[config.mk]
export PLATFORM = sky130hd
export DESIGN_NAME = sequence_builder
export DESIGN_NICKNAME = d
export VERILOG_FILES = /design/src/rtl/simon_pkg.sv /design/src/rtl/lfsr16.sv /design/src/rtl/sequence_builder.sv
export SDC_FILE = /design/constraint.sdc
export NUM_CORES = 1
export LEC_CHECK = 0
export CORE_ASPECT_RATIO = 1.5
export CORE_MARGIN = 4
export CORE_UTILIZATION = 46
export DETAILED_ROUTE_END_ITERATION = 16
export PLACE_DENSITY_LB_ADDON = 0.1
export RECOVER_POWER = 50
export SETUP_SLACK_MARGIN = 0.05
export SYNTH_ARGS = -nofsm -noshare
export SYNTH_HDL_FRONTEND = slang
export SYNTH_SLANG_ARGS = --single-unit
[constraint.sdc]
create_clock -name clk -period 2.02 [get_ports clk]
set_input_delay 0.505 -clock clk [delete_from_list [all_inputs] [get_ports clk]]
set_output_delay 0.505 -clock clk [all_outputs]
set_load 0.05 [all_outputs]
[src/rtl/simon_pkg.sv]
// rtl/simon_pkg.sv - shared types and constants for the Simon sequence datapath
package simon_pkg;

  localparam int SEQ_DEPTH = 32;

  typedef logic [2:0] seg_t;
  typedef logic [1:0] colour_t;

  localparam seg_t SEG_EMPTY = 3'b100;

  typedef enum logic [1:0] {
    READY = 2'd0,
    WIPE  = 2'd1,
    FULL  = 2'd2
  } seq_state_t;

endpackage

[src/rtl/lfsr16.sv]
// rtl/lfsr16.sv - free-running 16-bit Fibonacci LFSR (x^16+x^14+x^13+x^11+1) with seed load
module lfsr16 #(
  parameter logic [15:0] SEED = 16'hACE1
) (
  input  logic        clk,
  input  logic        rst_n,
  input  logic        en_i,
  input  logic        load_i,
  input  logic [15:0] seed_i,
  output logic [15:0] state_o
);

  logic [15:0] state_q, state_d;
  logic        fb;

  assign fb = state_q[0] ^ state_q[2] ^ state_q[3] ^ state_q[5];

  always_comb begin
    state_d = state_q;
    // An all-zero state would lock up, so a zero seed falls back to SEED
    if (load_i)    state_d = (seed_i == 16'h0000) ? SEED : seed_i;
    else if (en_i) state_d = {fb, state_q[15:1]};
  end

  always_ff @(posedge clk or negedge rst_n) begin
    if (!rst_n) state_q <= SEED;
    else        state_q <= state_d;
  end

  assign state_o = state_q;

endmodule

[src/rtl/sequence_builder.sv]
// rtl/sequence_builder.sv - builds the 32-entry Simon colour table; SEQ_NO_REPEAT_EN forbids back-to-back repeats
module sequence_builder
  import simon_pkg::*;
#(
  parameter logic [15:0] LFSR_SEED = 16'hACE1
) (
  input  logic                          clk,
  input  logic                          rst_n,
  input  logic                          clear,
  input  logic                          append_req,
  output logic                          append_ack,
  input  logic                          seed_load,
  input  logic [15:0]                   seed,
  output logic [SEQ_DEPTH-1:0][2:0]     segment,
  output logic [5:0]                    length,
  output logic                          busy,
  output logic                          full
);

  seq_state_t                   state_q, state_d;
  logic [SEQ_DEPTH-1:0][2:0]    seg_q, seg_d;
  logic [5:0]                   len_q, len_d;
  logic [4:0]                   wcnt_q, wcnt_d;
  logic                         ack_q, ack_d;
  logic                         armed_q, armed_d;
  logic [15:0]                  lfsr_state;
  logic                         unused_lfsr;
  colour_t                      cand, colour;

  lfsr16 #(.SEED(LFSR_SEED)) u_lfsr (
    .clk     (clk),
    .rst_n   (rst_n),
    .en_i    (1'b1),
    .load_i  (seed_load),
    .seed_i  (seed),
    .state_o (lfsr_state)
  );

  assign cand        = lfsr_state[1:0];
  assign unused_lfsr = ^lfsr_state[15:2];

`ifdef SEQ_NO_REPEAT_EN
  logic [4:0] prev_idx;
  assign prev_idx = 5'(len_q - 6'd1);
  assign colour   = (len_q != 6'd0 && cand == seg_q[prev_idx][1:0]) ? colour_t'(cand + 2'd1) : cand;
`else
  assign colour   = cand;
`endif

  always_comb begin
    state_d = state_q;
    seg_d   = seg_q;
    len_d   = len_q;
    wcnt_d  = wcnt_q;
    ack_d   = 1'b0;
    // A held request re-arms only after being seen low for a cycle
    armed_d = armed_q | ~append_req;
    if (clear) begin
      state_d = WIPE;
      wcnt_d  = 5'd0;
      len_d   = 6'd0;
    end else begin
      case (state_q)
        WIPE: begin
          seg_d[wcnt_q] = SEG_EMPTY;
          wcnt_d        = wcnt_q + 5'd1;
          if (wcnt_q == 5'd31) state_d = READY;
        end
        READY: begin
          if (append_req && armed_q) begin
            seg_d[len_q[4:0]] = {1'b0, colour};
            len_d             = len_q + 6'd1;
            ack_d             = 1'b1;
            armed_d           = 1'b0;
            if (len_q == 6'd31) state_d = FULL;
          end
        end
        default: ;
      endcase
    end
  end

  always_ff @(posedge clk or negedge rst_n) begin
    if (!rst_n) begin
      state_q <= READY;
      seg_q   <= {SEQ_DEPTH{SEG_EMPTY}};
      len_q   <= 6'd0;
      wcnt_q  <= 5'd0;
      ack_q   <= 1'b0;
      armed_q <= 1'b1;
    end else begin
      state_q <= state_d;
      seg_q   <= seg_d;
      len_q   <= len_d;
      wcnt_q  <= wcnt_d;
      ack_q   <= ack_d;
      armed_q <= armed_d;
    end
  end

  assign segment    = seg_q;
  assign length     = len_q;
  assign append_ack = ack_q;
  assign busy       = (state_q == WIPE);
  assign full       = (state_q == FULL);

endmodule

==> results.txt, run 1 <==
Run status -> completed
ANT cells -> 0
Number of antenna violations at the first check in global routing -> 0
Main power group -> clock
Clock network contribution to total cell area -> 7.21%
Top cell category -> sequential cells
Ys async rst share -> 100%
Top cell type by total area after synthesis -> dfrtp_1
Worst stage delay on the critical path -> 0.63 ns
Endpoint of the worst hold path -> u_lfsr.state_o[7]$_DFF_PN1_
Most frequent logic cell in the layout -> buf_4
Initial DRC count -> 306
Count of non-CTS inverters in the layout -> 5
Logic depth of the worst path, buffers included -> 5
Largest buffer count on any clock path -> 2
Largest clock skew in the final design -> 0.00456 ns
Post-synthesis instance area -> 0.00582 mm²
Worst hold path depth -> 1
Type of the setup path with the least slack -> reg2reg
Fmax -> 521 MHz
Final total negative setup slack -> 0 ns
Die outline width -> 99.8 µm
HP Class -> reg2reg
Dominant synthesized flop cell -> dfrtp_1
Flops -> 127
Seq cells post-synth -> 127
Worst-path maximum fanout -> 12
Area of the chip -> 0.0145 mm²
Slowest cell on the critical path -> or4b_1
Num CTS Buffers -> 17
Overall power of the completed layout -> 6.23 mW
Worst-case register-to-register setup slack -> 0.10 ns
Number of nets in the finished design -> 699
Number of nets still failing antenna checks after routing -> 0
Share of the synthesized area in the top cell type -> 37.0%
Hold-fix buffers, CTS -> 1
Overall routing resource usage -> 24.7%
Portion of the clock cycle consumed by the worst path in the final layout -> 95.0%
Routed vias/inst -> 5.94
Pwr/cell area -> 815 mW/mm²
Gates resized, CTS repair -> 2
Final slew viol count -> 0
Hold path start -> u_lfsr.state_o[8]$_DFF_PN0_
Placeable core area -> 0.0124 mm²
Number of vias in the routed layout -> 4,979
Net Switching -> 1.58 mW
Well Taps -> 156
#MultiIn Comb -> 346
Proportion of layout cells with a drive suffix above 1 -> 29.0%
Share of the core filled with cells in the final layout -> 61.5%
Count of buffers added by post-CTS timing repair for setup -> 0
Worst Reg2Reg Path Length in Cells -> 5
Final setup violation count -> 0
Slew at the pin closest to its max-slew limit -> 0.742 ns
Synthesis Warnings -> 0
Post-synth area from yosys stat -> 0.00582 mm²
Drt drc -> 0
Number of max-cap violations -> 0
Clock slew at the register clock pins of the worst setup and hold paths -> 0.06 ns
Min cycle time layout -> 1.92 ns
Non-clock buffering overhead -> 16.6%
run 1: flip-flops by register name, summed over array words and instances, names as in the netlist:
signal          flops
append_ack          1
u_lfsr.state_o     16
armed_q             1
state_q             2
wcnt_q              5
length              6
segment            96
run 1: cells by family after synthesis:
group                      Yosys count  share of synthesized area, %
xor gates and xnor gates            10                          1.51
DFF                                127                          55.5
and+or+nand+nor                    149                          12.7
muxes                                9                          1.72
buffers and inverters               53                          3.76
adders and majority gates            9                          1.94
AOI/OAI and AO/OA                  169                          22.9
run 1: per-layer routing:
metal	track usage (%)	wire [µm]	up-vias
met4	8.89	411	0
met5	0	0	-
met1	30.4	6970	2496
met2	41.4	9090	172
met3	6.38	991	32
li1	-	-	2279
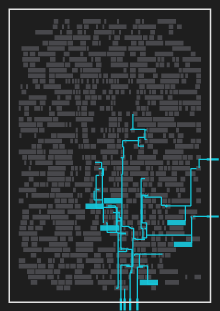
Figure 1: run 1, nets reached from selected ports.
Drawn at 2 px/µm.
| colour | port | direction | edge | end cells | buffers | wire |
|---|---|---|---|---|---|---|
| cyan | length | output | 4 south, 2 east | 6 | 8 | 601 µm |
top-level port count: 126
count of port buffers added during placement: 125

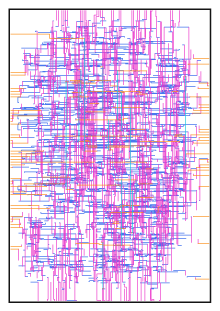
Figure 2: run 1, routed metal, one colour a layer.
Drawn at 2 px/µm.
| colour | layer | wire length |
|---|---|---|
| blue | M1 | 6,970 µm |
| magenta | M2 | 9,090 µm |
| cyan | M4 | 411 µm |
| orange | M3 | 991 µm |

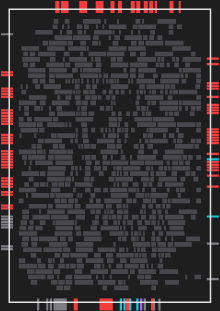
Figure 3: run 1, ports around the boundary.
Drawn at 2 px/µm. Pins as bars across the die edge, other pins in grey.
| colour | port | pins | direction | edge |
|---|---|---|---|---|
| red | segment | 96 | output | 31 west, 30 north, 23 east, 12 south |
| cyan | length | 6 | output | 4 south, 2 east |
| purple | append_req | 1 | input | south |

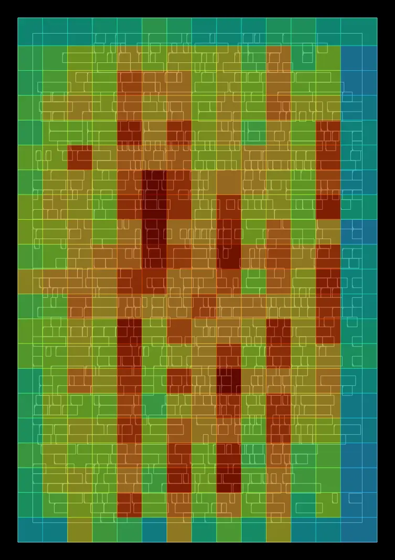
Figure 4: run 1, congestion heat map.
routed wirelength normalized by instance count: 20.8 µm
peak-usage layer in the global routing report: met2

Figure 5. Where the registers sit (run 1).
Drawn at 2 px/µm. Other sequential cells in the stronger grey, the rest of the logic in the fainter grey.
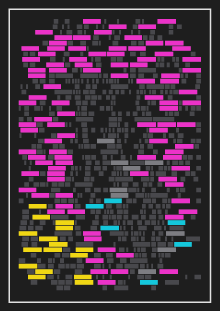

==> run 2: changes to the inputs <==
--- a/config.mk
+++ b/config.mk
@@ -5,10 +5,12 @@
 export SDC_FILE = /design/constraint.sdc
 export NUM_CORES = 1
 export LEC_CHECK = 0
+export ABC_CLOCK_PERIOD_IN_PS = 2020
 export CORE_ASPECT_RATIO = 1.5
-export CORE_MARGIN = 4
+export CORE_MARGIN = 1.5
 export CORE_UTILIZATION = 46
 export DETAILED_ROUTE_END_ITERATION = 16
+export GPL_TIMING_DRIVEN = 0
 export PLACE_DENSITY_LB_ADDON = 0.1
 export RECOVER_POWER = 50
 export SETUP_SLACK_MARGIN = 0.05
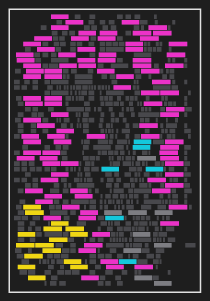
Figure 6: run 2, where the registers sit.
Drawn at 2 px/µm. Other sequential cells in the stronger grey, the rest of the logic in the fainter grey.
| colour | name in the netlist | sequential cells |
|---|---|---|
| magenta | segment | 96 |
| cyan | length | 6 |
| yellow | u_lfsr.state_o | 16 |
not coloured: 9
sequential share of cell area: 41.2%
share of the core filled with cells in the final layout: 63.4%
sequential power: 2.73 mW
combined flip-flop and latch cell area: 0.00323 mm²

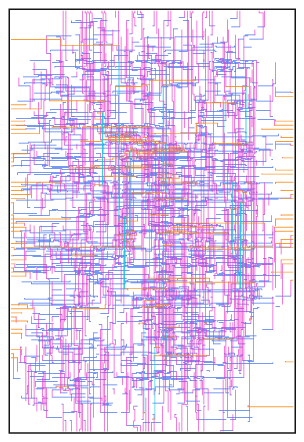
Figure 7: run 2, routed metal, one colour a layer.
Drawn at 3 px/µm.
| colour | layer | wire length |
|---|---|---|
| cyan | M4 | 596 µm |
| magenta | M2 | 9,020 µm |
| orange | M3 | 1,070 µm |
| blue | M1 | 6,960 µm |
routed wirelength normalized by instance count: 20.9 µm
overall routing resource usage: 27.4%
wire length reported by the detailed router: 17,600 µm
number of vias in the routed layout: 5,125

==> run 2 against run 1 <==
Critical path depth down 4. Core utilization up 1.9 points. Global-route usage up 2.7 points. Maximum frequency down 1.6%. Non-clock buffer count up 5. Clock-buffer cell count up 3. Sequential share of layout area down 1.1 points. Cell area up 2.6%. Critical path type is now reg2out. Largest power group unchanged.
==> results.txt, run 2 <==
Run status -> completed
Post-synth area from yosys stat -> 0.00582 mm² (unchanged)
Comb power frac -> 9.4%
Final total negative setup slack -> 0 ns (unchanged)
Drt drc -> 0 (unchanged)
Die outline width -> 94.8 µm (-5.0%)
Uppermost layer routed -> met4
Type of the setup path with the least slack -> reg2out
Count of port buffers added during placement -> 123 (-1.6%)
Slowest cell on the critical path -> dfstp_2
Fmax -> 513 MHz (-1.6%)
Largest clock skew in the final design -> 0.00556 ns (+0.00100 ns)
Placeable core area -> 0.0124 mm² (-0.50%)
Logic depth of the worst path, buffers included -> 1 (-4)
Global routing met3 resource utilization -> 5.99% (-0.39 points)
Worst-path maximum fanout -> 2 (-10)
Worst stage delay on the critical path -> 0.54 ns (-0.09 ns)
Met3 routed WL -> 1070 µm (+8.1%)
Count of buffers added by post-CTS timing repair for setup -> 0 (unchanged)
Worst Reg2Reg Path Length in Cells -> 6 (+1)
Synthesis Warnings -> 0 (unchanged)
HP Class -> in2async
Ys async rst share -> 100% (unchanged)
Gates resized, CTS repair -> 178 (+176)
Post-synthesis instance area -> 0.00582 mm² (unchanged)
Final slew viol count -> 0 (unchanged)
Number of nets still failing antenna checks after routing -> 0 (unchanged)
Min cycle time layout -> 1.95 ns (+0.0320 ns)
Number of antenna violations at the first check in global routing -> 0 (unchanged)
M1 GR Usage -> 33.0% (+2.5 points)
Seq cells post-synth -> 127 (unchanged)
Worst-case register-to-register setup slack -> 0.07 ns (-0.03 ns)
Starting density of the core -> 47.0%
Initial DRC count -> 477 (+56%)
Number of nets in the finished design -> 704 (+0.72%)
Largest buffer count on any clock path -> 2 (unchanged)
Synthesized netlist net count -> 556
Area of the chip -> 0.0133 mm² (-8.3%)
Most frequent logic cell in the layout -> dfrtp_1
Dominant synthesized flop cell -> dfrtp_1
Share of the synthesized area in the top cell type -> 37.0% (unchanged)
Peak-usage layer in the global routing report -> met2
Hold-fix buffers, CTS -> 0 (-1)
Root Buffer -> clkbuf_16
Met2 usage -> 45.6% (+4.2 points)
Final setup violation count -> 0 (unchanged)
Met2 wire length -> 9020 µm (-0.81%)
ANT cells -> 0 (unchanged)
Number of max-cap violations -> 0 (unchanged)
Net Switching -> 1.64 mW (+3.6%)
Proportion of layout cells with a drive suffix above 1 -> 21.8% (-7.2 points)
Portion of the clock cycle consumed by the worst path in the final layout -> 96.6% (+1.6 points)
Pwr/cell area -> 832 mW/mm² (+2.2%)
Overall power of the completed layout -> 6.53 mW (+4.8%)
Top-level port count -> 126 (unchanged)
Met1 WL -> 6960 µm (-0.24%)
Routed vias/inst -> 6.08 (+2.3%)
Clock slew at the register clock pins of the worst setup and hold paths -> 0.06 ns (about the same)
==> run 2: cell counts after synthesis <==
No cell type changed its count.
==> run 2: area by class of cell <==
type,count,area [µm²],share of cell area [%]
Clock buffer,24,546,6.95
Inverter,5,18.8,0.239
Timing Repair Buffer,130,1080,13.7
Sequential cell,127,3230,41.2
Clock inverter,8,88.8,1.13
Tap cell,156,195,2.49
Buffer,47,256,3.27
Multi-Input combinational cell,346,2430,31.0
==> run 2: cells by family after synthesis <==
group                      after synthesis  share of synthesized area [%]
xor gates and xnor gates                10                           1.51
adders and majority gates                9                           1.94
and+or+nand+nor                        149                           12.7
buffers and inverters                   53                           3.76
AOI/OAI and AO/OA                      169                           22.9
muxes                                    9                           1.72
DFF                                    127                           55.5
No activity file was given, so power comes from the tool's default toggle rates.
